### src/rtl/mem_arbiter.sv
// mem_arbiter: round-robin arbiter sharing one single-port memory between instruction fetch (IF) and data (DM).
// Latency: two cycles minimum from req sampled to ready (IDLE grant, ISSUE with ack, RESP pulse); at most one access per three cycles.
// Backpressure: requesters hold req until their ready pulse; memory stalls via mem_ack, bounded by a TIMEOUT_CYC watchdog.
// Ports: clk/rst (async, active high);
//        IF  : if_req, if_addr -> if_rdata, if_ready
//        DM  : dm_req, dm_we, dm_addr, dm_wdata, dm_be -> dm_rdata, dm_ready
//        MEM : mem_req, mem_we, mem_addr, mem_wdata, mem_be <- mem_rdata, mem_ack
//        bus_err pulses with the ready of an access that was aborted by the watchdog.
module mem_arbiter #(
    parameter int ADDR_W      = 32,
    parameter int DATA_W      = 32,
    parameter int TIMEOUT_CYC = 16
) (
    input  logic                clk,
    input  logic                rst,
    input  logic                if_req,
    input  logic [ADDR_W-1:0]   if_addr,
    output logic [DATA_W-1:0]   if_rdata,
    output logic                if_ready,
    input  logic                dm_req,
    input  logic                dm_we,
    input  logic [ADDR_W-1:0]   dm_addr,
    input  logic [DATA_W-1:0]   dm_wdata,
    input  logic [DATA_W/8-1:0] dm_be,
    output logic [DATA_W-1:0]   dm_rdata,
    output logic                dm_ready,
    output logic                mem_req,
    output logic                mem_we,
    output logic [ADDR_W-1:0]   mem_addr,
    output logic [DATA_W-1:0]   mem_wdata,
    output logic [DATA_W/8-1:0] mem_be,
    input  logic [DATA_W-1:0]   mem_rdata,
    input  logic                mem_ack,
    output logic                bus_err
);
    localparam int BE_W  = DATA_W / 8;
    localparam int CNT_W = (TIMEOUT_CYC > 1) ? $clog2(TIMEOUT_CYC) : 1;
    localparam logic [CNT_W-1:0] CNT_LAST = CNT_W'((TIMEOUT_CYC > 0) ? TIMEOUT_CYC - 1 : 0);

    typedef enum logic [1:0] {
        S_IDLE  = 2'd0,
        S_ISSUE = 2'd1,
        S_RESP  = 2'd2
    } state_t;

    typedef struct packed {
        logic              we;
        logic [ADDR_W-1:0] addr;
        logic [DATA_W-1:0] wdata;
        logic [BE_W-1:0]   be;
    } mem_cmd_t;

    state_t            state_q, state_d;
    logic              gnt_dm_q, gnt_dm_d;     // owner of the current (or last) grant: 1 = DM, 0 = IF
    logic [CNT_W-1:0]  cnt_q, cnt_d;           // ISSUE cycles spent without ack
    logic              mem_req_q, mem_req_d;
    mem_cmd_t          cmd_q, cmd_d;
    logic [DATA_W-1:0] if_rdata_q, if_rdata_d;
    logic [DATA_W-1:0] dm_rdata_q, dm_rdata_d;
    logic              err_q, err_d;           // current access was aborted by the watchdog
    logic              timeout;

    // Ack wins over the watchdog when both land in the same cycle.
    assign timeout = (TIMEOUT_CYC != 0) && (cnt_q == CNT_LAST);

    // State register
    always_ff @(posedge clk or posedge rst) begin
        if (rst) begin
            state_q  <= S_IDLE;
            gnt_dm_q <= 1'b0;
        end else begin
            state_q  <= state_d;
            gnt_dm_q <= gnt_dm_d;
        end
    end

    // Next-state logic
    always_comb begin
        state_d  = state_q;
        gnt_dm_d = gnt_dm_q;
        unique case (state_q)
            S_IDLE: begin
                if (if_req || dm_req) begin
                    state_d = S_ISSUE;
                    // On a conflict the port that did not win last time goes first.
                    gnt_dm_d = dm_req && (!if_req || !gnt_dm_q);
                end
            end
            S_ISSUE: begin
                if (mem_ack || timeout) begin
                    state_d = S_RESP;
                end
            end
            S_RESP:  state_d = S_IDLE;
            default: state_d = S_IDLE;
        endcase
    end

    // Output logic
    always_comb begin
        if_ready = (state_q == S_RESP) && !gnt_dm_q;
        dm_ready = (state_q == S_RESP) && gnt_dm_q;
        bus_err  = (state_q == S_RESP) && err_q;
    end

    // Datapath next-state: command latch, watchdog count, response capture
    always_comb begin
        cnt_d      = '0;
        mem_req_d  = mem_req_q;
        cmd_d      = cmd_q;
        if_rdata_d = if_rdata_q;
        dm_rdata_d = dm_rdata_q;
        err_d      = err_q;
        unique case (state_q)
            S_IDLE: begin
                if (if_req || dm_req) begin
                    mem_req_d = 1'b1;
                    err_d     = 1'b0;
                    if (gnt_dm_d) begin
                        cmd_d.we    = dm_we;
                        cmd_d.addr  = dm_addr;
                        cmd_d.wdata = dm_wdata;
                        cmd_d.be    = dm_be;
                    end else begin
                        cmd_d.we    = 1'b0;
                        cmd_d.addr  = if_addr;
                        cmd_d.wdata = '0;
                        cmd_d.be    = '1;
                    end
                end
            end
            S_ISSUE: begin
                if (mem_ack) begin
                    mem_req_d = 1'b0;
                    cmd_d.we  = 1'b0;
                    if (gnt_dm_q) begin
                        dm_rdata_d = cmd_q.we ? '0 : mem_rdata;
                    end else begin
                        if_rdata_d = mem_rdata;
                    end
                end else if (timeout) begin
                    mem_req_d = 1'b0;
                    cmd_d.we  = 1'b0;
                    err_d     = 1'b1;
                    if (gnt_dm_q) begin
                        dm_rdata_d = '0;
                    end else begin
                        if_rdata_d = '0;
                    end
                end else begin
                    cnt_d = cnt_q + CNT_W'(1);
                end
            end
            default: ;
        endcase
    end

    // Datapath registers
    always_ff @(posedge clk or posedge rst) begin
        if (rst) begin
            cnt_q      <= '0;
            mem_req_q  <= 1'b0;
            cmd_q      <= '0;
            if_rdata_q <= '0;
            dm_rdata_q <= '0;
            err_q      <= 1'b0;
        end else begin
            cnt_q      <= cnt_d;
            mem_req_q  <= mem_req_d;
            cmd_q      <= cmd_d;
            if_rdata_q <= if_rdata_d;
            dm_rdata_q <= dm_rdata_d;
            err_q      <= err_d;
        end
    end

    assign mem_req   = mem_req_q;
    assign mem_we    = cmd_q.we;
    assign mem_addr  = cmd_q.addr;
    assign mem_wdata = cmd_q.wdata;
    assign mem_be    = cmd_q.be;
    assign if_rdata  = if_rdata_q;
    assign dm_rdata  = dm_rdata_q;

endmodule
### config.mk
export PLATFORM = sky130hd
export DESIGN_NAME = mem_arbiter
export DESIGN_NICKNAME = d
export VERILOG_FILES = /design/src/rtl/mem_arbiter.sv
export SDC_FILE = /design/constraint.sdc
export NUM_CORES = 1
export LEC_CHECK = 0
export CAP_MARGIN = 20
export CORE_MARGIN = 10
export CORE_UTILIZATION = 46
export DETAILED_ROUTE_END_ITERATION = 7
export PLACE_DENSITY = 0.86
export SYNTH_ARGS = -nofsm -noshare
export SYNTH_HDL_FRONTEND = slang
export SYNTH_SLANG_ARGS = --single-unit
export TNS_END_PERCENT = 100
### constraint.sdc
create_clock -name clk -period 15.9 [get_ports clk]
set_input_delay 3.975 -clock clk [delete_from_list [all_inputs] [get_ports clk]]
set_output_delay 3.975 -clock clk [all_outputs]
set_load 0.02 [all_outputs]
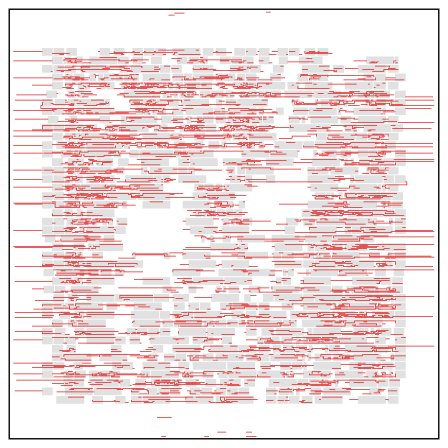
**Above:** metal 1.
wire length on this layer: 8080 um
main direction: horizontal
longest straight run: 38.6 um
detailed-route wire length: 21.2 mm
met1 GRT Util: 0.257
total via count after detailed routing: 5592

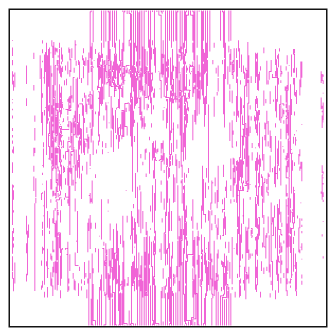
**Above:** met2 routing.
longest straight run: 48.6 um
nets with wire on the layer: 852
share of all routed wire: 48%
main direction: vertical

==> CHANGELOG.md <==
### Changed

* Avg Vias per Cell at roughly 5.6
* Top-Level Pins at 275
* Worst-case clock buffer depth at 2
* Dominant power group: combinational logic
* Total power divided by cell area at between 200 and 250 mW/mm2
* Top cell type by total area after synthesis: sky130_fd_sc_hd__dfrtp_1
* End of the worst register-to-register path: dm_rdata[4]
* Unrepaired setup endpoints after global routing: false
* Most utilized layer in the global route result: met2
* Switching share of power at 0.388
* Combinational fraction of design power at 0.494
* Setup Buffers After CTS at 0
* Power drawn by the combinational cells at 1.02 mW
* Worst hold path depth at 1
* Max Clock Skew at approximately 0.0080 ns
* Latest clock arrival within the worst-skew pair at 0.41 ns
* Global router's overall resource usage at 0.223
* Adder-cell share of the synthesized area at 0.00198
* Clk network pwr share at 0.191
* Top routing layer in use: met4
* Cts-stage hold buffer count at 0
* Slowest cell on the critical path: sky130_fd_sc_hd__dfrtp_1
* Ys cells at 554
* Worst hold slack after final layout at 0.472 ns
* Fraction of layout cells with a size suffix above 1 at 0.111
* Switching power summed over all nets at 0.801 mW
* Main area contributors after synthesis: sky130_fd_sc_hd__dfrtp_1, sky130_fd_sc_hd__o211ai_1, sky130_fd_sc_hd__mux2_2
* CP Capture Point: dm_ready
* Number of CTS-inserted buffers at 17
* Startpoint of the worst register-to-register path: gnt_dm_q
* Post-cts sizing count at 0
* Die width at approximately 140 um
* Antenna Nets Post-Route at 0
* Synth mux share at 0.113
* Status: completed
* Startpoint types: flop
* Final number of setup-violating endpoints at 0
* Post-layout min period at 6.59 ns
* OpenROAD warning count at 26
* Total die area at 0.0188 mm2
* Critical-path maximum fanout at 35
* Clock transition time at the flip-flop clock pins of the worst setup and hold paths at about 0.050 ns
* XOR/XNOR Fraction of Synth Area at 0.00277
* Sequential area share after synthesis at 0.563
* Post-route fraction of the period consumed by the critical path at 0.414
* Via count of the first global-routing pass at just over 6000
* Post-synth cell types at 35
* Endpoint of the worst hold path: cnt_q[0]
* Dominant comb cell: AND-OR/OR-AND gates
* First-pass GRT wire length at approximately 33 mm
* Sequential fraction of design power at 0.315
* Tally of buffers added on design ports at 274
* Global-route congestion overflow total at 0
* Weighted congestion reported at the end of routability-driven placement at 0.850
* TritonCTS clock tree: built
* Top cells excl fill/tap: sky130_fd_sc_hd__clkdlybuf4s50_1, sky130_fd_sc_hd__dfrtp_1, sky130_fd_sc_hd__o211ai_1
* Type of destination of the critical path: output pin
* Signal arrival time at the worst endpoint at ~2.6 ns
* Count of filler cells inserted in the layout at approximately 900
* Final Slew Violations at 0
* Slowest Stage Delay on Critical Path at ~0.80 ns
* Maximum clock frequency at about 0.15 GHz
* Length in cells of the worst reg-to-reg path at 4
* Rows at about 42
* Simple-Gate Fraction of Synth Area at 0.0741
* Hold path startpoint: cnt_q[0]
* Routed length on met1 at approximately 8 mm
* Maximum Capacitance Violations at 0
* Synth warn at 0
* Clock root buffer master: sky130_fd_sc_hd__clkbuf_16
* Layout net count at 946
* Final Hold Vio Count at 0
* Violation count after the first detailed-routing iteration at 402
* Met3 WL at approximately 2.1 mm
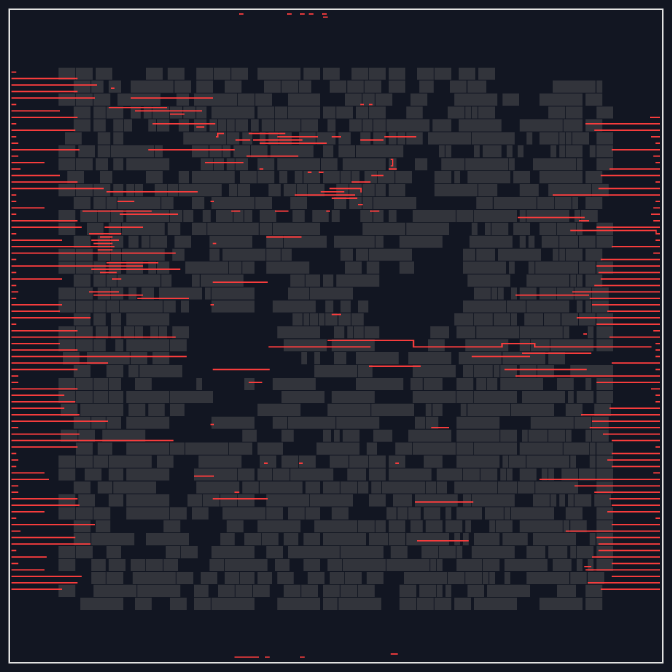
**Above:** signal wires on met3.
wire length on this layer: 2120 um
main direction: horizontal
met3 Use GR: 0.0777

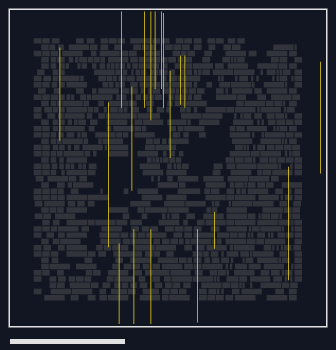
**Above:** M4 wires.
Scale bar: 50 um.
share of all routed wire: 3.5%
wire length on this layer: 735 um
longest straight run: 62.6 um
nets with wire on the layer: 18
main direction: vertical

[synthesized netlist by cell type (all sizes together)]
cell / number
nand2: 30
o21a: 1
nor4: 1
nor4b: 1
o2bb2ai: 1
a21oi: 32
a211oi: 1
dfrtp: 142
mux2i: 25
ha: 1
o21ai: 2
a22o: 32
o211ai: 64
nor2: 28
nand4bb: 1
o22a: 4
nand3: 2
nor3b: 6
and2: 18
or2: 1
nor3: 1
xor2: 2
a31oi: 33
buf: 14
clkbuf: 40
or4b: 2
and3b: 1
mux2: 39
inv: 29
[critical path: cells and delay by family, from the launching register on]
| family | cells | cell delay [ns] |
|---|---|---|
| buf+inv | 2 | 1.11 |
| flops | 1 | 0.80 |
| simple gates | 1 | 0.29 |
[stage by stage]
step	power, mW	std cells	instance area, um2	setup WS (ns)
6_report	2.06	996	9850	9.31
5_1_grt	2.17	996	9850	9.18
4_1_cts	2.06	992	9760	9.35
3_5_place_dp	1.66	960	9160	9.33
3_3_place_gp	1.62	958	9120	9.44
2_1_floorplan	1.17	554	6310	8.12
[kinds of logic after synthesis]
family,count (synthesis)
muxes,64
xor gates and xnor gates,2
buffers and inverters,83
adders and majority gates,1
DFF,142
AOI/OAI and AO/OA,170
and+or+nand+nor,92
[flip-flops by register name, summed over array words and instances (netlist names)]
register and flops:
mem_we 1, state_q 2, mem_be 4, dm_rdata 32, mem_wdata 32, mem_req 1, err_q 1, gnt_dm_q 1
mem_addr 32, cnt_q 4, if_rdata 32
[final cells by class]
class | instances | area, um2 | share of cell area
Clock inverter | 12 | 136 | 0.0138
Timing Repair Buffer | 288 | 2940 | 0.299
Multi-Input combinational cell | 329 | 2430 | 0.247
Sequential cell | 142 | 3550 | 0.361
Clock buffer | 20 | 457 | 0.0463
Tap cell | 176 | 220 | 0.0223
Inverter | 29 | 114 | 0.0116
Power is estimated from default activity; no workload was simulated.
